### src/rtl/cond_flag_stage_if.sv
// rtl/cond_flag_stage_if.sv - instruction handshake, retire handshake and cpsr flag bus
`ifndef FLAGSW
`define FLAGSW 4
`endif
`ifndef FULLW
`define FULLW 32
`endif
`ifndef FLAGS_START
`define FLAGS_START 28
`endif

interface cond_flag_stage_if #(parameter int CNTW = 16);
   logic               in_valid;
   logic               in_ready;
   logic [3:0]         in_cond;
   logic               in_s;
   logic [`FLAGSW-1:0] in_flags;
   logic [`FLAGSW-1:0] in_flag_mask;
   logic [`FULLW-1:0]  cpsr_q;
   logic               flush;
   logic               out_valid;
   logic               out_ready;
   logic               out_pass;
   logic [`FLAGSW-1:0] should_set_cpsr;
   logic [`FLAGSW-1:0] cpsrwd;
   logic [CNTW-1:0]    skip_count;

   modport master (
      output in_valid, in_cond, in_s, in_flags, in_flag_mask, cpsr_q, flush, out_ready,
      input  in_ready, out_valid, out_pass, should_set_cpsr, cpsrwd, skip_count
   );

   modport slave (
      input  in_valid, in_cond, in_s, in_flags, in_flag_mask, cpsr_q, flush, out_ready,
      output in_ready, out_valid, out_pass, should_set_cpsr, cpsrwd, skip_count
   );
endinterface

### src/rtl/cond_flag_stage.sv
// rtl/cond_flag_stage.sv - ARM condition evaluation and flag writeback stage feeding cpsr32
`ifndef FLAGSW
`define FLAGSW 4
`endif
`ifndef FULLW
`define FULLW 32
`endif
`ifndef FLAGS_START
`define FLAGS_START 28
`endif

module cond_flag_stage #(
   parameter int CNTW = 16
) (
   input logic              clk,
   input logic              rst,
   cond_flag_stage_if.slave bus
);
   logic               r_valid;
   logic               r_pass;
   logic               r_s;
   logic [`FLAGSW-1:0] r_mask;
   logic [`FLAGSW-1:0] r_flags;
   logic [CNTW-1:0]    skip_q;

   logic               retire;
   logic               accept;
   logic               fwd;
   logic [`FLAGSW-1:0] cpsr_flags;
   logic [`FLAGSW-1:0] eff;
   logic               eval;
   logic               unused_cpsr;

   assign cpsr_flags  = bus.cpsr_q[`FLAGS_START +: `FLAGSW];
   assign unused_cpsr = &{1'b0, bus.cpsr_q[`FLAGS_START-1:0]};

   assign retire       = r_valid & bus.out_ready & ~bus.flush;
   assign bus.in_ready = ~r_valid | (bus.out_ready & ~bus.flush) | bus.flush;
   assign accept       = bus.in_valid & bus.in_ready;

   // cpsr32 only takes the retiring write at this same edge, so bypass it here
   assign fwd = retire & r_pass & r_s;
   assign eff = fwd ? ((r_flags & r_mask) | (cpsr_flags & ~r_mask)) : cpsr_flags;

   always_comb begin
      logic n, z, c, v;
      n    = eff[3];
      z    = eff[2];
      c    = eff[1];
      v    = eff[0];
      eval = 1'b0;
      case (bus.in_cond)
         4'b0000: eval = z;
         4'b0001: eval = ~z;
         4'b0010: eval = c;
         4'b0011: eval = ~c;
         4'b0100: eval = n;
         4'b0101: eval = ~n;
         4'b0110: eval = v;
         4'b0111: eval = ~v;
         4'b1000: eval = c & ~z;
         4'b1001: eval = ~c | z;
         4'b1010: eval = (n == v);
         4'b1011: eval = (n != v);
         4'b1100: eval = ~z & (n == v);
         4'b1101: eval = z | (n != v);
         4'b1110: eval = 1'b1;
         default: eval = 1'b0;
      endcase
   end

   always_ff @(posedge clk or posedge rst) begin
      if (rst) begin
         r_valid <= 1'b0;
         r_pass  <= 1'b0;
         r_s     <= 1'b0;
         r_mask  <= '0;
         r_flags <= '0;
      end else if (accept) begin
         r_valid <= 1'b1;
         r_pass  <= eval;
         r_s     <= bus.in_s;
         r_mask  <= bus.in_flag_mask;
         r_flags <= bus.in_flags;
      end else if (retire | bus.flush) begin
         r_valid <= 1'b0;
      end
   end

   always_ff @(posedge clk or posedge rst) begin
      if (rst) begin
         skip_q <= '0;
      end else if (retire & ~r_pass & ~(&skip_q)) begin
         skip_q <= skip_q + 1'b1;
      end
   end

   assign bus.should_set_cpsr = (retire & r_pass & r_s) ? r_mask : '0;
   assign bus.cpsrwd          = r_valid ? r_flags : '0;
   assign bus.out_valid       = r_valid & ~bus.flush;
   assign bus.out_pass        = r_valid & r_pass;
   assign bus.skip_count      = skip_q;
endmodule

### src/flat_wrapper.sv
// flat-port wrapper written by rule: the top's interface ports become plain ports
module cond_flag_stage_flat 
#(
   parameter int CNTW = 16
)
  (clk, rst, bus_in_valid, bus_in_cond, bus_in_s, bus_in_flags, bus_in_flag_mask, bus_cpsr_q, bus_flush, bus_out_ready, bus_in_ready, bus_out_valid, bus_out_pass, bus_should_set_cpsr, bus_cpsrwd, bus_skip_count);
  cond_flag_stage_if #(.CNTW(CNTW)) bus_i ();
  input logic clk;
  input logic rst;
  input wire logic [$bits(bus_i.in_valid)-1:0] bus_in_valid;
  input wire logic [$bits(bus_i.in_cond)-1:0] bus_in_cond;
  input wire logic [$bits(bus_i.in_s)-1:0] bus_in_s;
  input wire logic [$bits(bus_i.in_flags)-1:0] bus_in_flags;
  input wire logic [$bits(bus_i.in_flag_mask)-1:0] bus_in_flag_mask;
  input wire logic [$bits(bus_i.cpsr_q)-1:0] bus_cpsr_q;
  input wire logic [$bits(bus_i.flush)-1:0] bus_flush;
  input wire logic [$bits(bus_i.out_ready)-1:0] bus_out_ready;
  output wire logic [$bits(bus_i.in_ready)-1:0] bus_in_ready;
  output wire logic [$bits(bus_i.out_valid)-1:0] bus_out_valid;
  output wire logic [$bits(bus_i.out_pass)-1:0] bus_out_pass;
  output wire logic [$bits(bus_i.should_set_cpsr)-1:0] bus_should_set_cpsr;
  output wire logic [$bits(bus_i.cpsrwd)-1:0] bus_cpsrwd;
  output wire logic [$bits(bus_i.skip_count)-1:0] bus_skip_count;
  assign bus_i.in_valid = bus_in_valid;
  assign bus_i.in_cond = bus_in_cond;
  assign bus_i.in_s = bus_in_s;
  assign bus_i.in_flags = bus_in_flags;
  assign bus_i.in_flag_mask = bus_in_flag_mask;
  assign bus_i.cpsr_q = bus_cpsr_q;
  assign bus_i.flush = bus_flush;
  assign bus_i.out_ready = bus_out_ready;
  assign bus_in_ready = bus_i.in_ready;
  assign bus_out_valid = bus_i.out_valid;
  assign bus_out_pass = bus_i.out_pass;
  assign bus_should_set_cpsr = bus_i.should_set_cpsr;
  assign bus_cpsrwd = bus_i.cpsrwd;
  assign bus_skip_count = bus_i.skip_count;
  cond_flag_stage #(.CNTW(CNTW)) u_core (.clk(clk), .rst(rst), .bus(bus_i));
endmodule
### config.mk
export PLATFORM = sky130hd
export DESIGN_NAME = cond_flag_stage_flat
export DESIGN_NICKNAME = d
export VERILOG_FILES = /design/src/rtl/cond_flag_stage_if.sv /design/src/rtl/cond_flag_stage.sv /design/src/flat_wrapper.sv
export SDC_FILE = /design/constraint.sdc
export NUM_CORES = 1
export LEC_CHECK = 0
export CORE_MARGIN = 2
export CORE_UTILIZATION = 50
export CTS_CLUSTER_SIZE = 8
export DETAILED_ROUTE_END_ITERATION = 16
export DONT_BUFFER_PORTS = 1
export SLEW_MARGIN = 10
export SYNTH_ARGS = -nofsm -noshare
export SYNTH_HDL_FRONTEND = slang
export SYNTH_SLANG_ARGS = --single-unit
### constraint.sdc
create_clock -name clk -period 2.6 [get_ports clk]
set_clock_uncertainty 0.05 [all_clocks]
set_input_delay 0.39 -clock clk [delete_from_list [all_inputs] [get_ports clk]]
set_output_delay 0.39 -clock clk [all_outputs]
set_load 0.05 [all_outputs]
Power grid:
The bar under the picture is 20 um long. Pins as bars on the die edge. Tap cells in gray.
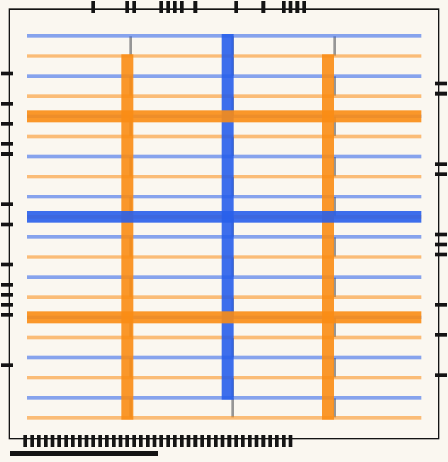
Key: blue = VDD; orange = VSS
3 straps on met5. 77 signal pins sit on the boundary. 3 straps on met4. 20 met1 rails follow the rows.

A small window of the routed layout:
Window x 31 to 56, y 2 to 27 um. Cells in gray, sequential cells in the stronger gray; small squares are vias.
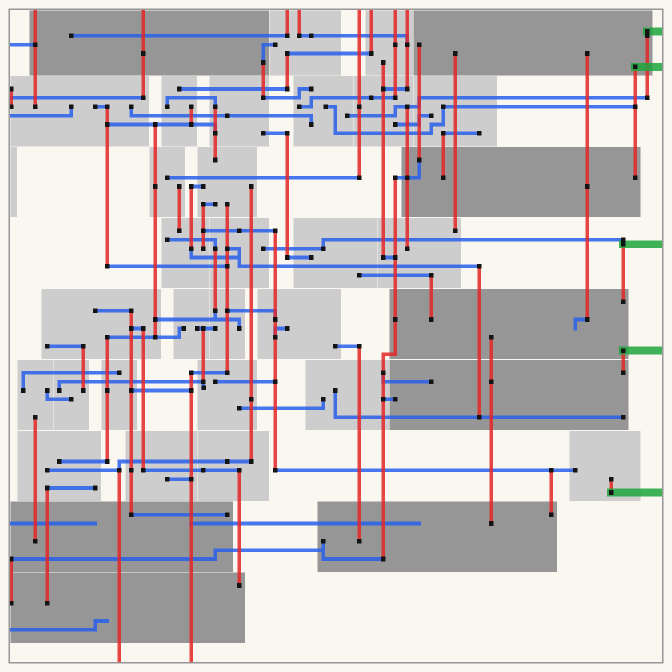
Key: blue = M1; green = M3; red = M2
Netlist names of flops here include `u_core.bus.skip_count` (8). Sequential cells in the window: 8. Most frequent: dfrtp_1 (8), xnor2_1 (6), nand4_1 (5). 35 logic cells have their middle in the window.

Metal layers overlaid:
Only two layers are drawn.
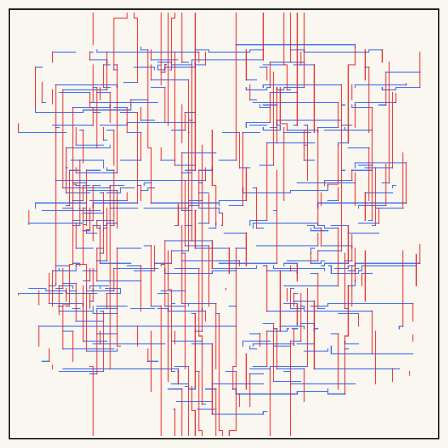
Key: red = M2 [wire length 1530 um]; blue = M1 [wire length 1170 um]

==> CHANGELOG.md <==
### Changed

- Global-route wire length before repair: 4810 um
- # Taps: 31
- Nonclk inv count: 6
- Critical Path Stages: 7
- Total track usage: 0.187
- Dpl cells: 184
- Pre-antenna DRT Iters: 4
- Worst-Margin Slew: 1.01 ns
- Top cell area share: 0.465
- H-tree depth: 1
- Synth Seq Share: 0.465
- Clk_buf instances: 4
- FFs w/ async S/R, synth: 1.00
- Hold Slack: between 0.1 and 0.15 ns
- Cell type taking the most area: logic gates
- Total Power: approximately 1.0 mW
- Reg2reg start: u_core.bus.skip_count[7]
- Ports: 77
- Relative slew slack: 0.325
- Tmin final: roughly 2.1 ns
- Critical path fanouts, max: 6
- Post-layout util: 0.593
- Setup TNS: 0 ns
- Global placer's final weighted congestion: 0.710
- Final wirelength: roughly 2900 um
- Core Area: approximately 2800 sq um
- Most instantiated cells after synthesis: 27 x dfrtp_1, 16 x xnor2_1, 12 x nand2_1
- Psw: 386 uW
- Yosys chip area: 1450 sq um
- VDD IR max: approximately 0.76 mV
- CTS root buffer: clkbuf_4
- Worst R2R Path Depth: 7
- Post-route setup slack: 0.462 ns
- Non-CTS buffers: 18
- Fin. Hold Viols: 0
- Leak: 0.748 nW
- Post-DP HPWL: about 2300 um
- Pre-CTS WS: about 0.46 ns
- Chip area: 3350 sq um
- Setup-failing EPs final: 0
- Hold buffer count at cts: 0
- Syn nets: 190
- Registers: 27
- Worst Setup End Kind: flip-flop
- Cell area after layout: 1640 sq um
- Family with the most delay on the worst path: simple AND/OR/NAND/NOR gates
- Crit. Startpoint: u_core.bus.skip_count[7]
- Comb_multi_in: about 100
- Status: finished, final reports clean
- Log Warnings: 54
- Yosys reg bits: 27
- Core Util at FP: 0.527
- Register clock-pin slew on the reported worst setup and hold paths: 0.14 ns
- CP peak stage delay: approximately 0.41 ns
- Cycle use final: 0.822
- Post-CTS setup repair buffer count: 0
- Grt ovf: 0
- Die Span Y: between 50 and 60 um
- Top area cell types: dfrtp_1 47%, xnor2_1 9.6%, mux2_2 7.8%
- Synthesis-to-layout area growth: 12.6%
- Top Consumer: registers
- Switching Share: 0.379
- Number of CTS-inserted buffers: 3
- Number of global-route vias before repair: 1051
- Clk power: 177 uW
- Ys flop type: dfrtp_1
- Comb/total area: 0.451
- Clock Sinks: 27
- Largest net degree at the start of global routing: 28
- PD cells: around 620 nW/um^2
- Post-synth EDFFs: 0
- Seq. cell area: just under 700 sq um
[per-layer routing]
metal  vias up  part of all wire  global-route usage  routed length [um]
li1        518                 -                   -                   -
met3         4             0.052              0.0558                 150
met4         0            0.0087              0.0698                  25
met2        25              0.53               0.339                1530
met5         -                 0                   0                   0
met1       526              0.41               0.205                1170
[sequential cells by signal (all words and copies together), names as in the netlist]
| register | count |
|---|---|
| u_core.bus.skip_count | 16 |
| u_core.r_flags | 4 |
| u_core.r_mask | 4 |
| u_core.r_pass | 1 |
| u_core.r_s | 1 |
| u_core.r_valid | 1 |
[cell usage in the layout, fill, tap and decap left out, drive strengths merged]
| cell type | n |
|---|---|
| dfrtp | 27 |
| nand2 | 12 |
| nor2 | 8 |
| nand4 | 7 |
| a21oi | 1 |
| xor2 | 3 |
| inv | 6 |
| nor3b | 2 |
| nand2b | 3 |
| o2111ai | 1 |
| xnor2 | 16 |
| mux2i | 7 |
| o21ai | 2 |
| and4b | 1 |
| buf | 18 |
| o211ai | 3 |
| mux2 | 10 |
| or3 | 1 |
| and3 | 2 |
| clkbuf | 4 |
| and4 | 2 |
| a221oi | 1 |
| ha | 1 |
| nor2b | 3 |
| o22ai | 2 |
| or4 | 1 |
| and2 | 7 |
| nand3 | 6 |
[cells by family (layout without fill, tap and decap cells)]
kind of cell / Yosys count / count (layout) / share of synthesized area
buffers and inverters: 10 / 28 / 0.0293
AND-OR/OR-AND: 10 / 10 / 0.0508
multiplexers: 17 / 17 / 0.126
XOR/XNOR: 19 / 19 / 0.115
flip-flops: 27 / 27 / 0.465
AND/OR/NAND/NOR: 55 / 55 / 0.206
adder cells (fa/ha/maj): 1 / 1 / 0.00861
Power is estimated from default activity; no workload was simulated.
